Run 1, wire density map:
Scale bar: 20 um. 17 x 24 tiles, from dark blue (low) to red (high), scaled to the fullest tile. Values are wire area over tile area, all layers added.
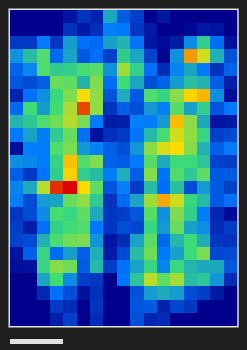
Run 1, placed cells, one color a class:
Fill, decap, tap and diode cells in gray.
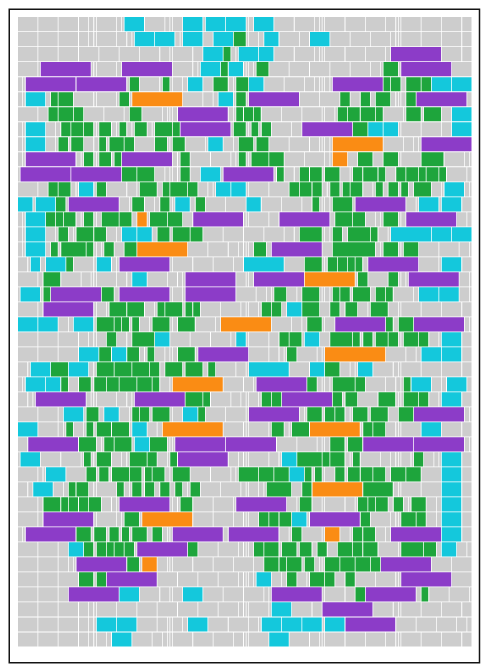
Run 1, clock wiring as the flow saved it:
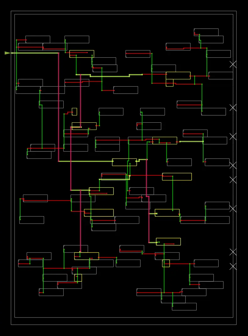
===== config.mk =====
export PLATFORM = sky130hd
export DESIGN_NAME = pipe_hazard_ctrl
export DESIGN_NICKNAME = d
export VERILOG_FILES = /design/src/rtl/pipe_hazard_ctrl.sv
export SDC_FILE = /design/constraint.sdc
export NUM_CORES = 1
export LEC_CHECK = 0
export CAP_MARGIN = 20
export CORE_ASPECT_RATIO = 1.4
export CORE_UTILIZATION = 40
export CTS_BUF_LIST = sky130_fd_sc_hd__clkbuf_4 sky130_fd_sc_hd__clkbuf_8 sky130_fd_sc_hd__clkbuf_16
export DETAILED_ROUTE_END_ITERATION = 10
export GPL_ROUTABILITY_DRIVEN = 0
export HOLD_SLACK_MARGIN = 0.1
export PLACE_DENSITY = 0.65
export SYNTH_ARGS = -nofsm -noshare
export SYNTH_HDL_FRONTEND = slang
export SYNTH_SLANG_ARGS = --single-unit

===== constraint.sdc =====
create_clock -name clk_i -period 2.65 [get_ports clk_i]
set_clock_uncertainty 0.05 [all_clocks]
set_input_delay 0.53 -clock clk_i [delete_from_list [all_inputs] [get_ports clk_i]]
set_output_delay 0.53 -clock clk_i [all_outputs]
set_load 0.03 [all_outputs]

===== src/rtl/pipe_hazard_ctrl.sv =====
// Central stall/flush sequencer for the 5-stage pipeline.
// Resolves data-cache freezes, load-use stalls, taken branches and I-cache
// misses into per-stage hold/flush/bubble controls. It remembers a taken
// branch resolved during an outstanding I-cache miss so the stale fetch is
// squashed when the fill completes. It also keeps saturating stall and flush
// event counters.
module pipe_hazard_ctrl #(
  parameter int CNT_W = 32
) (
  input  logic             clk_i,
  input  logic             rst_i,
  input  logic             icache_stall_i,
  input  logic             dcache_stall_i,
  input  logic             ld_use_i,
  input  logic             branch_taken_i,
  input  logic             clr_cnt_i,
  output logic             pc_write_o,
  output logic             if_id_stall_o,
  output logic             if_id_flush_o,
  output logic             imembubble_o,
  output logic             id_ex_bubble_o,
  output logic             back_stall_o,
  output logic [1:0]       state_o,
  output logic [CNT_W-1:0] stall_cnt_o,
  output logic [CNT_W-1:0] flush_cnt_o
);

  // RUN: no miss pending. IMISS: fetch miss outstanding.
  // KILL: miss outstanding, and the line being filled is on the pre-branch path.
  typedef enum logic [1:0] {
    ST_RUN   = 2'd0,
    ST_IMISS = 2'd1,
    ST_KILL  = 2'd2
  } state_t;

  state_t state_q;
  state_t state_d;

  localparam logic [CNT_W-1:0] CNT_MAX = {CNT_W{1'b1}};

  logic [CNT_W-1:0] stall_cnt_q;
  logic [CNT_W-1:0] flush_cnt_q;

  // State register; asynchronous reset drops any remembered kill.
  always_ff @(posedge clk_i or negedge rst_i) begin
    // NOTE: sequential state uses non-blocking assignments so every flop
    // samples pre-edge values regardless of block evaluation order.
    if (!rst_i) begin
      state_q <= ST_RUN;
    end else begin
      state_q <= state_d;
    end
  end

  // Next state: a completed fill always returns to RUN. Otherwise a
  // freeze or load-use holds, and an unhindered branch taken during the
  // miss marks the pending fetch for killing.
  always_comb begin
    state_d = state_q;
    if (!icache_stall_i) begin
      state_d = ST_RUN;
    end else if (dcache_stall_i || ld_use_i) begin
      state_d = state_q;
    end else if (branch_taken_i) begin
      state_d = ST_KILL;
    end else begin
      case (state_q)
        ST_RUN:  state_d = ST_IMISS;
        ST_IMISS: state_d = ST_IMISS;
        ST_KILL: state_d = ST_KILL;
        default: state_d = ST_RUN;
      endcase
    end
  end

  // Control outputs: fixed priority freeze > load-use > branch > I-miss,
  // then the KILL squash of the stale fetch. All controls are off in reset.
  always_comb begin
    // NOTE: every output gets a default first so no path leaves a value
    // unassigned, which would otherwise infer a latch.
    pc_write_o     = 1'b0;
    if_id_stall_o  = 1'b0;
    if_id_flush_o  = 1'b0;
    imembubble_o   = 1'b0;
    id_ex_bubble_o = 1'b0;
    back_stall_o   = 1'b0;
    if (rst_i) begin
      if (dcache_stall_i) begin
        back_stall_o  = 1'b1;
        if_id_stall_o = 1'b1;
      end else if (ld_use_i) begin
        if_id_stall_o  = 1'b1;
        id_ex_bubble_o = 1'b1;
      end else if (branch_taken_i) begin
        pc_write_o    = 1'b1;
        if_id_flush_o = 1'b1;
      end else if (icache_stall_i) begin
        imembubble_o = 1'b1;
      end else if (state_q == ST_KILL) begin
        if_id_flush_o = 1'b1;
      end else begin
        pc_write_o = 1'b1;
      end
    end
  end

  // Saturating event counters; clear wins over increment.
  always_ff @(posedge clk_i or negedge rst_i) begin
    if (!rst_i) begin
      stall_cnt_q <= '0;
      flush_cnt_q <= '0;
    end else if (clr_cnt_i) begin
      stall_cnt_q <= '0;
      flush_cnt_q <= '0;
    end else begin
      if (!pc_write_o && (stall_cnt_q != CNT_MAX)) begin
        stall_cnt_q <= stall_cnt_q + CNT_W'(1);
      end
      if (if_id_flush_o && (flush_cnt_q != CNT_MAX)) begin
        flush_cnt_q <= flush_cnt_q + CNT_W'(1);
      end
    end
  end

  assign state_o     = state_q;
  assign stall_cnt_o = stall_cnt_q;
  assign flush_cnt_o = flush_cnt_q;

endmodule


==> flow_summary.yaml, run 1 <==
# flow metrics
outcome:
  outcome: "complete, but fails checks"
  violations: "design-rule violations"
logic_synthesis:
  postSynth.asyncResetShare_pct: 100.0
  synth_area_mm2: 0.003856
  ff_type: "dfrtp_1"
  mux_share_pct: 2.141
  ys_sh_simple_pct: 28.72
  synth-edff-count: 0
  synth_nets: 438
  synth_cells: 429
  logic_family: "simple AND/OR/NAND/NOR gates"
  ys_sh_adder_pct: 0.6489
  avgSynthCellArea_um2: 8.989
  top_cell_area_share_pct: 42.83
  ys_seq_elements: 66
  aoi_share_pct: 19.24
  yosys_cells: 429
  ys_sh_xor_pct: 2.726
  yosys.area.top_type: "dfrtp_1"
  ys_warn_count: 0
  yosysUniqueCellTypes: 47
  ys_seq_share_pct: 42.83
  common_cells: "dfrtp_1, a21oi_1, nor2_1"
  yosys-stat-area_mm2: 0.003856
  yosysMostFrequentCell: "dfrtp_1"
  topCellsByArea: "dfrtp_1, a21oi_1, or4_1"
floorplan:
  core_mm2: 0.009407
  ios: 79
  fp_util_pct: 40.99
  fp-row-count: 42
  die_x_um: 84.98
  die_height_um: 118.2
  chipArea_mm2: 0.01004
global_routing:
  grt_pass1_wl_um: 17730
  gr-total-overflow: 0
  antenna_found_initial: 1
  grt.total_usage_pct: 22.09
  grt_max_degree: 60
  grt_pass1_vias: 3635
critical_path:
  crit_arrival_ps: 1920
  startpoint_type: "input port"
  critPathRequiredTime_ps: 2070
  timing_worst_setup_path_type: "input port to primary output"
  cp-end-kind: "primary output"
  crit_fanout: 3
  r2r-start: "stall_cnt_o[0]"
  cp-startpoint: "ld_use_i"
timing:
  rsz0062_at_grt: "false"
  finalCritPeriodShare_pct: 94.51
  slew_viol_final: 0
  setup-violations-final: 0
  period_needed_ps: 2505
  worst_pin_slew_ps: 781.4
  max_clock_freq_ghz: 0.3993
  slew-limit-headroom_pct: 47.91
  worst_slack_ps: 145.4
  finalHoldViolations: 0
  fin_tns_setup_ps: 0
pwr:
  clock_power_share_pct: 51.9
  p_per_area_mw_per_mm2: 465.9
  switching_share_pct: 21.70
  combPwrFrac_pct: 6.6
  p_sw_mw: 0.5335
  seqPwrFrac_pct: 41.5
  p_leak_nw: 1.969
  cellInternalPower_mw: 1.925
  peakVddDrop_mv: 0.2969
route:
  wl_per_cell_um: 16.29
  wl_met2_um: 5430
  vias: 3899
  drtIter0Drc: 255
  drtPass1Iterations: 7
  drt-total-wl_um: 10540
  met1_length_um: 4427
  met3WireLength_um: 541
  viasPerCell: 6.026
  ant_nets: 0
  drc: 16
  routed.top_layer: "met4"
clock_network:
  root_buffer: "clkbuf_16"
  h-tree-depth: 3
  cts.path.max_buffers: 2
  numClockSinks: 66
  cts_hold_buf: 0
  clk_pin_slew_ps: 50
  cts_tree: "built"
job:
  drv_cap: 0
  tool_warnings: 26
min_path:
  hp-class: "input port to asynchronous set/reset pin"
finish:
  layout.nets: 541
  comb_area_mm2: 0.002069
  drive_gt1_share_pct: 14.74
  finalNonFillerCells: 647
  post-route-util_pct: 56.09
  areaGrowthSynthToFinish_pct: 36.83
  fillers: 854
  seq_area_mm2: 0.001652
  fin_area_mm2: 0.005276
place:
  dp_slack_ps: -21.88
  dp_hpwl_um: 7350
  port_buffers: 78
  dpl_cell_area_mm2: 0.004954
  dp_cells: 631
About 'wire density map':
The mean over all tiles is 0.17. The fullest tile reaches 0.58. 12% of the tiles are nearly empty. The densest ninth of the die: middle left. 19% of the tiles are over half the peak.

About 'placed cells, one color a class':
Key: cyan = remaining buffers and delay cells [cells 113]; purple = registers [cells 66]; green = remaining logic cells [cells 342]; orange = clock drivers and dummy loads [cells 15]

About 'clock wiring as the flow saved it':
Seq cells: 66
clk latency late pin: 340 ps
Clock Buffer Count: 12
Clock Power: 1.28 mW
total CTS buffers: 9

## run 1: worst paths after layout
path | endpoint | slack (ps) | depth (start not counted)
max in group asynchronous | stall_cnt_o[10] | 1450 | 3
min in group clk_i | stall_cnt_o[27] | 510 | 2
setup reg to reg | stall_cnt_o[8] | 180 | 7
hold reg to reg | stall_cnt_o[27] | 510 | 2
setup / recovery | id_ex_bubble_o | 150 | 5
hold / removal | flush_cnt_o[3] | 100 | 2
## run 1: routing by layer
layer / vias up / global-route usage (%)
met3: 11 / 4.330
met1: 1904 / 27.62
li1: 1857 / -
met2: 127 / 37.30
met4: 0 / 8.475
met5: - / 0
## run 1: layout make-up
cell class | instances | area share [%]
clock buffer | 12 | 4.695
multi-input combinational | 331 | 39.22
inverter | 11 | 0.7825
antenna | 1 | 0.04743
tap | 110 | 2.608
timing repair buffer | 113 | 20.11
sequential | 66 | 31.30
clock inverter | 3 | 1.233
## run 1: what timing repair did
item | 4_1_cts | 5_1_grt
gates resized | 0 | 3
endpoints found under the setup margin | 0 | 1
setup buffers | 0 | 0
## run 1: sequential cells by signal, summed over array words and instances, names as in the netlist
name         count
stall_cnt_o     32
state_o          2
flush_cnt_o     32
## run 1: critical path, stage by stage
cell and delay [ps]:
clkdlybuf4s50_1 480, buf_4 120, nand2_1 40, nor2_1 80, clkdlybuf4s50_1 670
## run 1: power by group through the flow
stage,clock network [mW],logic (mW),registers (mW)
floorplan,0,0.0574,1.05
global placement,0,0.162,1.04
detailed placement,0,0.164,1.04
CTS,1.29,0.164,1.02
global route,1.34,0.179,1.02
finish,1.28,0.162,1.02
## run 1: cell usage in the layout (no fill, tap or decap), drive strengths merged, types with 7 or more instances in the layout
cell	synthesis	routed
nor2	33	33
a2111oi	8	8
nor3	14	14
nand2	27	27
clkdlybuf4s50	0	72
o31ai	22	22
inv	11	11
o2111ai	7	7
clkbuf	16	12
a21oi	44	44
o21ai	22	22
xnor2	10	10
mux2	7	7
buf	5	41
or4	25	25
dfrtp	66	66
nand4	11	11
or3	17	17
nor2b	7	7
and3	8	8
and4	10	10
nand3	23	23
## run 1: metrics by stage
stage | power (mW) | hold WS, ps
after floorplan | 1.110 | 184.4
after global placement | 1.200 | 462.3
after detailed placement | 1.202 | 455.9
after CTS | 2.478 | 102.5
after global routing | 2.538 | 121.0
final | 2.458 | 104.3
## run 1: cell families (layout without fill, tap and decap cells)
kind of cell               count (synthesis)  count (layout)
and+or+nand+nor                          193             193
AOI/OAI and AO/OA                        117             117
DFF                                       66              66
buffers and inverters                     32             139
xor gates and xnor gates                  12              12
muxes                                      7               7
adders and majority gates                  2               2
other                                      0               1
==> inputs of run 2 (changes only) <==
CORE_UTILIZATION = 52   (was 40)
PLACE_DENSITY = 0.8   (was 0.65)
SKIP_LAST_GASP = 1   (was not set)
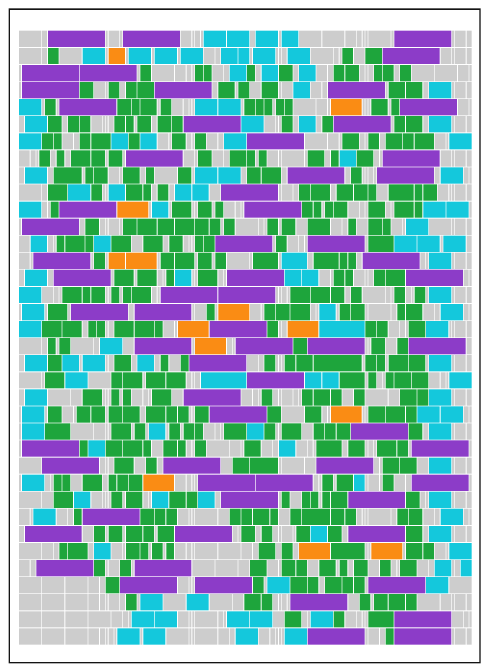
Run 2: placed cells, one color a class
Fill, decap, tap and diode cells in gray.
Key: cyan = remaining buffers and delay cells [cells 112]; purple = registers [cells 66]; orange = clock drivers and dummy loads [cells 13]; green = remaining logic cells [cells 342]

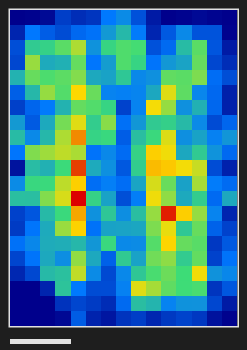
Run 2: wire density map
Scale bar: 20 um. 15 x 21 tiles, from dark blue (low) to red (high), scaled to the fullest tile. Values are wire area over tile area, all layers added.
The mean over all tiles is 0.20. The fullest tile reaches 0.58. 5.7% of the tiles are nearly empty. 26% of the tiles are over half the peak.

==> flow_summary.yaml, run 2 <==
# flow metrics
pwr:
  peakVddDrop_mv: 0.2945
  p_leak_nw: 1.893
  p_per_area_mw_per_mm2: 381.8
critical_path:
  startpoint_type: "input port"
  crit_arrival_ps: 2000
  crit_fanout: 14
  critPathRequiredTime_ps: 2070
  path_cells: "clkdlybuf4s50_1 -> buf_4 -> nor2_1 -> nand2_1 -> nor2_4 -> buf_6 -> buf_4"
  cp-startpoint: "dcache_stall_i"
  crit_family: "buffers and inverters"
  cp-end-kind: "primary output"
  crit_path_max_incr_delay_ps: 420
  critPathBufInv: 4
  timing_worst_setup_path_type: "input port to primary output"
  crit_slowest_cell: "clkdlybuf4s50_1"
  r2r-start: "stall_cnt_o[0]"
  cp_common_cell: "buf_4"
timing:
  timing.hold.ws_ps: 134.7
  finalHoldViolations: 0
  max_clock_freq_ghz: 0.3881
  finalCritPeriodShare_pct: 97.22
  slew_viol_final: 0
  worst_slack_ps: 73.60
  worst_pin_slew_ps: 791.7
  period_needed_ps: 2576
  setup-violations-final: 0
  rsz0062_at_grt: "false"
  slew-limit-headroom_pct: 47.22
logic_synthesis:
  ys_warn_count: 0
  ys_sh_xor_pct: 2.726
  synth_cells: 429
  mux_share_pct: 2.141
  ys_seq_elements: 66
  yosys.area.top_type: "dfrtp_1"
  ys_sh_simple_pct: 28.72
  yosys-stat-area_mm2: 0.003856
  postSynth.asyncResetShare_pct: 100.0
  ys_seq_share_pct: 42.83
  aoi_share_pct: 19.24
  topCellsByArea: "dfrtp_1, a21oi_1, or4_1"
  synth_area_mm2: 0.003856
  yosysMostFrequentCell: "dfrtp_1"
  synth-edff-count: 0
  common_cells: "dfrtp_1, a21oi_1, nor2_1"
  yosys_cells: 429
  avgSynthCellArea_um2: 8.989
  ff_type: "dfrtp_1"
  ys_sh_adder_pct: 0.6489
  synth_nets: 438
finish:
  areaGrowthSynthToFinish_pct: 31.99
  comb_area_mm2: 0.002069
  antenna_cells: 0
  drive_gt1_share_pct: 13.88
  layout.nets: 540
  lay_top_cells: "clkdlybuf4s50_1, dfrtp_1, a21oi_1"
  fillers: 571
  fin_area_mm2: 0.005090
  seq_area_mm2: 0.001652
  lay_top_count: "clkdlybuf4s50_1"
route:
  drc: 0
  wl_per_cell_um: 15.78
  drtIter0Drc: 165
  viasPerCell: 6.121
  ant_nets: 0
  drt-total-wl_um: 9912
  vias: 3844
  drtPass1Iterations: 4
global_routing:
  gr-total-overflow: 0
  grt.total_usage_pct: 27.16
  grt_pass1_vias: 3564
  antenna_found_initial: 0
  grt_max_degree: 63
place:
  port_buffers: 78
  dpl_cell_area_mm2: 0.004907
  dp_hpwl_um: 7017
  dp_slack_ps: -71.59
job:
  drv_cap: 0
  tool_warnings: 26
floorplan:
  chipArea_mm2: 0.007769
  ios: 79
  fp_util_pct: 54.53
  die_height_um: 103.9
  fp-row-count: 36
  core_mm2: 0.007072
  die_x_um: 74.78
clock_network:
  h-tree-depth: 3
  post_cts_buffers: 0
  cts_tree: "built"
  cts.path.max_buffers: 2
  numClockSinks: 66
  clk_pin_slew_ps: 60
  numCtsBuffers: 9
  root_buffer: "clkbuf_8"
min_path:
  hp-class: "input port to asynchronous set/reset pin"
outcome:
  outcome: "complete, no violations"
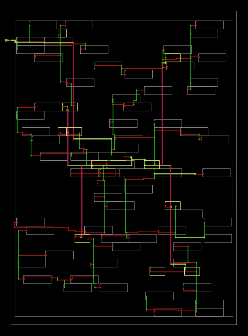
Run 2: clock wiring as the flow saved it
clk latency late pin: 350 ps
Clock Buffer Count: 13
Clock Power: 0.765 mW

run 2: cell counts after synthesis:
No cell type changed its count.
run 2: final timing paths:
| check | to | slack [ps] | cells after the start |
|---|---|---|---|
| max | pc_write_o | 70 | 7 |
| min | flush_cnt_o[5] | 130 | 2 |
| max reg2reg | stall_cnt_o[8] | 190 | 7 |
| min reg2reg | stall_cnt_o[27] | 520 | 2 |
| max in group asynchronous | stall_cnt_o[5] | 1440 | 3 |
| min in group clk_i | stall_cnt_o[27] | 520 | 2 |
run 2: layer usage:
metal  track usage [%]  wire length (um)  up-vias
li1                  -                 -     1841
met1             33.48              4139     1864
met2             45.75              5091      119
met3             3.876               409       20
met4             12.13               272        0
met5                 0                 0        -
run 2: repair_timing:
action | in CTS | in global routing
gates resized | 0 | 3
hold buffers | 0 | 0
endpoints found under the setup margin | 0 | 1
run 2: metrics by stage:
| stage | utilization, % | total power [mW] | cells |
|---|---|---|---|
| after floorplan | - | 1.110 | 429 |
| final | 71.97 | 1.943 | 628 |
| after global routing | 71.97 | 2.007 | 628 |
| after global placement | 69.39 | 1.193 | 614 |
| after detailed placement | 69.39 | 1.196 | 614 |
| after CTS | 71.74 | 1.947 | 627 |
run 2: layout make-up:
| cell class | count | share of cell area (%) |
|---|---|---|
| clock buffers | 13 | 3.269 |
| inverters | 11 | 0.8112 |
| multi-input cells | 331 | 40.66 |
| flip-flops and latches | 66 | 32.45 |
| well taps | 95 | 2.335 |
| repair buffers | 112 | 20.48 |
run 2: cells by family (layout without fill, tap and decap cells):
kind of cell,after synthesis,count (layout)
simple gates,193,193
fa+ha+maj,2,2
xor+xnor,12,12
mux,7,7
flops,66,66
compound gates,117,117
buf+inv,32,136
run 2: power breakdown:
group          switching, mW  internal [mW]
Sequential           0.00529           1.01
Clock                  0.368          0.397
Combinational          0.101         0.0582
==> inputs of run 3 (changes only) <==
CORE_UTILIZATION = 31   (was 52)
CTS_CLUSTER_DIAMETER = 60   (was not set)
PLACE_DENSITY = 0.52   (was 0.8)
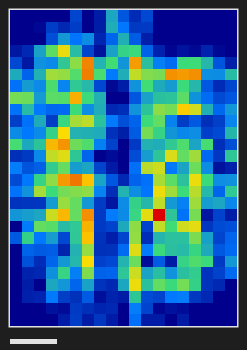
Run 3: wire density map
Scale bar: 20 um. 19 x 27 tiles, from dark blue (low) to red (high), scaled to the fullest tile. Values are wire area over tile area, all layers added.
The fullest tile reaches 0.47. The mean over all tiles is 0.13. 19% of the tiles are over half the peak. The densest ninth of the die: middle left. The emptiest ninth of the die: lower left. 14% of the tiles are nearly empty.

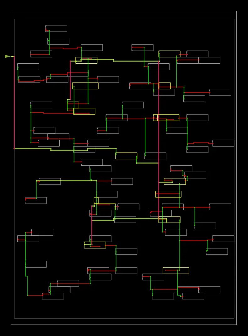
Run 3: clock wiring as the flow saved it
Clock Power: 1.42 mW
Sink Count: 66
Clock Buffer Count: 11
clk latency late pin: 340 ps

==> flow_summary.yaml, run 3 <==
# flow metrics
outcome:
  outcome: "complete, no violations"
floorplan:
  core_mm2: 0.01200
  die_x_um: 96.26
  chipArea_mm2: 0.01290
  ios: 79
  die_height_um: 134.0
logic_synthesis:
  ys_seq_share_pct: 42.83
  synth-edff-count: 0
  yosysUniqueCellTypes: 47
  ys_seq_elements: 66
  synth_nets: 438
  yosys-stat-area_mm2: 0.003856
  synth_cells: 429
  yosysMostFrequentCell: "dfrtp_1"
  synth_area_mm2: 0.003856
  ys_warn_count: 0
  avgSynthCellArea_um2: 8.989
  yosys_cells: 429
  ff_type: "dfrtp_1"
  topCellsByArea: "dfrtp_1, a21oi_1, or4_1"
  common_cells: "dfrtp_1, a21oi_1, nor2_1"
  yosys.area.top_type: "dfrtp_1"
  top_cell_area_share_pct: 42.83
  postSynth.asyncResetShare_pct: 100.0
clock_network:
  post_cts_buffers: 0
  root_buffer: "clkbuf_16"
  numCtsBuffers: 9
  h-tree-depth: 3
  clk_pin_slew_ps: 60
  cts.path.max_buffers: 2
  cts_tree: "built"
pwr:
  p_total_mw: 2.607
  seqPwrFrac_pct: 39.1
  combPwrFrac_pct: 6.3
  switching_share_pct: 21.66
  cellInternalPower_mw: 2.043
  p_sw_mw: 0.5646
  p_leak_nw: 2.010
  peakVddDrop_mv: 0.2596
  clock_power_share_pct: 54.6
timing:
  slew-limit-headroom_pct: 47.97
  finalCritPeriodShare_pct: 95.98
  worst_slack_ps: 106.6
  finalHoldViolations: 0
  slew_viol_final: 0
  worst_pin_slew_ps: 780.4
  setup-violations-final: 0
  period_needed_ps: 2543
  max_clock_freq_ghz: 0.3932
route:
  drt-total-wl_um: 11190
  wl_per_cell_um: 16.24
  drtIter0Drc: 124
  viasPerCell: 5.570
  drc: 0
  drtPass1Iterations: 6
  vias: 3838
  ant_nets: 0
global_routing:
  grt_pass1_wl_um: 18560
  grt_pass1_vias: 3710
  gr-total-overflow: 0
  grt_max_degree: 58
  antenna_found_initial: 0
  grt.total_usage_pct: 18.43
job:
  tool_warnings: 26
  drv_cap: 0
critical_path:
  timing_worst_setup_path_type: "input port to primary output"
  startpoint_type: "input port"
  crit_fanout: 27
  critPathRequiredTime_ps: 2070
  crit_arrival_ps: 1960
  cp-end-kind: "primary output"
finish:
  lay_top_count: "clkdlybuf4s50_1"
  drive_gt1_share_pct: 15.13
  antenna_cells: 0
  finalNonFillerCells: 689
  lay_top_cells: "clkdlybuf4s50_1, dfrtp_1, a21oi_1"
  areaGrowthSynthToFinish_pct: 39.94
  layout.nets: 546
place:
  dp_hpwl_um: 7930
  dp_slack_ps: -59.81
  port_buffers: 78
min_path:
  hp-class: "input port to asynchronous set/reset pin"
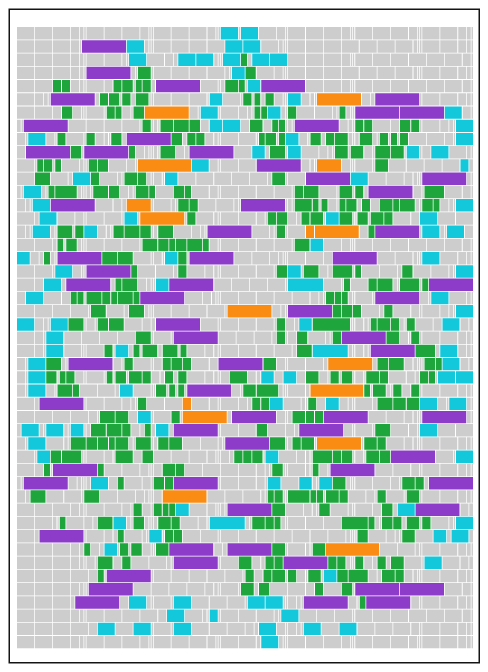
Run 3: placed cells, one color a class
Fill, decap, tap and diode cells in gray.
Key: green = remaining logic cells [cells 342]; orange = clock drivers and dummy loads [cells 16]; purple = registers [cells 66]; cyan = remaining buffers and delay cells [cells 118]
# rows: 47
Final Util: 44.98%
fin area: 0.005396 mm2

==> run 3: cell types whose count changed in the layout (fill, tap and decap cells not counted) <==
cell,previous run,this run
clkbuf_4,2,0
clkbuf_16,0,9
buf_6,1,0
clkinv_2,0,2
a2111oi_1,0,1
a2111oi_0,8,7
buf_12,2,3
buf_4,34,40
clkbuf_8,11,2
dlygate4sd3_1,0,1
nor2_4,1,0
buf_2,3,2
nor2_2,1,2
bufinv_16,0,3
==> run 3: layout make-up <==
type                       count  area [um2]
sequential                    66        1652
fill                        1196        6600
clock buffer                  11       252.7
timing repair buffer         118        1101
multi-input combinational    331        2066
tap                          147       183.9
inverter                      11       41.29
clock inverter                 5       100.1
==> run 3: power groups by stage <==
stage	Sequential (mW)	Clock, mW	Combinational, mW
global route	1.02	1.50	0.182
finish	1.02	1.42	0.164
global placement	1.04	0	0.165
detailed placement	1.04	0	0.165
floorplan	1.05	0	0.0574
CTS	1.02	1.46	0.168
==> run 3: timing repair <==
action | 4_1_cts | 5_1_grt
hold buffers | 1 | 0
endpoints found under the setup margin | 0 | 5
gates resized | 0 | 2
hold endpoints to repair | 2 | 0
==> run 3: worst paths after layout <==
path	endpoint	cells past startpoint	startpoint	slack, ps
min in group clk_i	flush_cnt_o[7]	2	flush_cnt_o[7]	520
worst min register to register	flush_cnt_o[7]	2	flush_cnt_o[7]	520
worst min-delay path	flush_cnt_o[7]	2	rst_i	140
worst max register to register	stall_cnt_o[8]	7	stall_cnt_o[0]	220
max in group asynchronous	stall_cnt_o[18]	2	rst_i	1620
worst max-delay path	pc_write_o	7	dcache_stall_i	110
==> run 3: per-stage QoR <==
| stage | instance area, um2 | util, % | hold WS (ps) |
|---|---|---|---|
| after floorplan | 3856 | - | 184.4 |
| after global placement | 5030 | 41.93 | 313.1 |
| after detailed placement | 5030 | 41.93 | 310.2 |
| after CTS | 5393 | 44.95 | 134.7 |
| after global routing | 5396 | 44.98 | 153.5 |
| final | 5396 | 44.98 | 139.0 |
==> run 3: cell families (layout without fill, tap and decap cells) <==
| family | Yosys count | count (layout) | synth area share [%] |
|---|---|---|---|
| compound gates | 117 | 117 | 19.24 |
| xor+xnor | 12 | 12 | 2.725 |
| fa+ha+maj | 2 | 2 | 0.6488 |
| buf+inv | 32 | 145 | 3.699 |
| flops | 66 | 66 | 42.83 |
| mux | 7 | 7 | 2.141 |
| simple gates | 193 | 193 | 28.72 |
==> run 3: layer usage <==
metal  GRT usage [%]  share of wire, %  wire length, um
met1           22.91                44             4894
met2           31.44                51             5752
met3           3.628               3.4              384
met4           5.970               1.4              157
met5               0                 0                0
==> run 3: worst max-delay path, cell delays in order <==
cell             delay (ps)
clkdlybuf4s50_1         420
buf_4                   150
nor2_1                  130
nand2_1                 180
nor2_2                  190
buf_12                  170
buf_4                   180
No activity file was given, so power comes from the tool's default toggle rates.
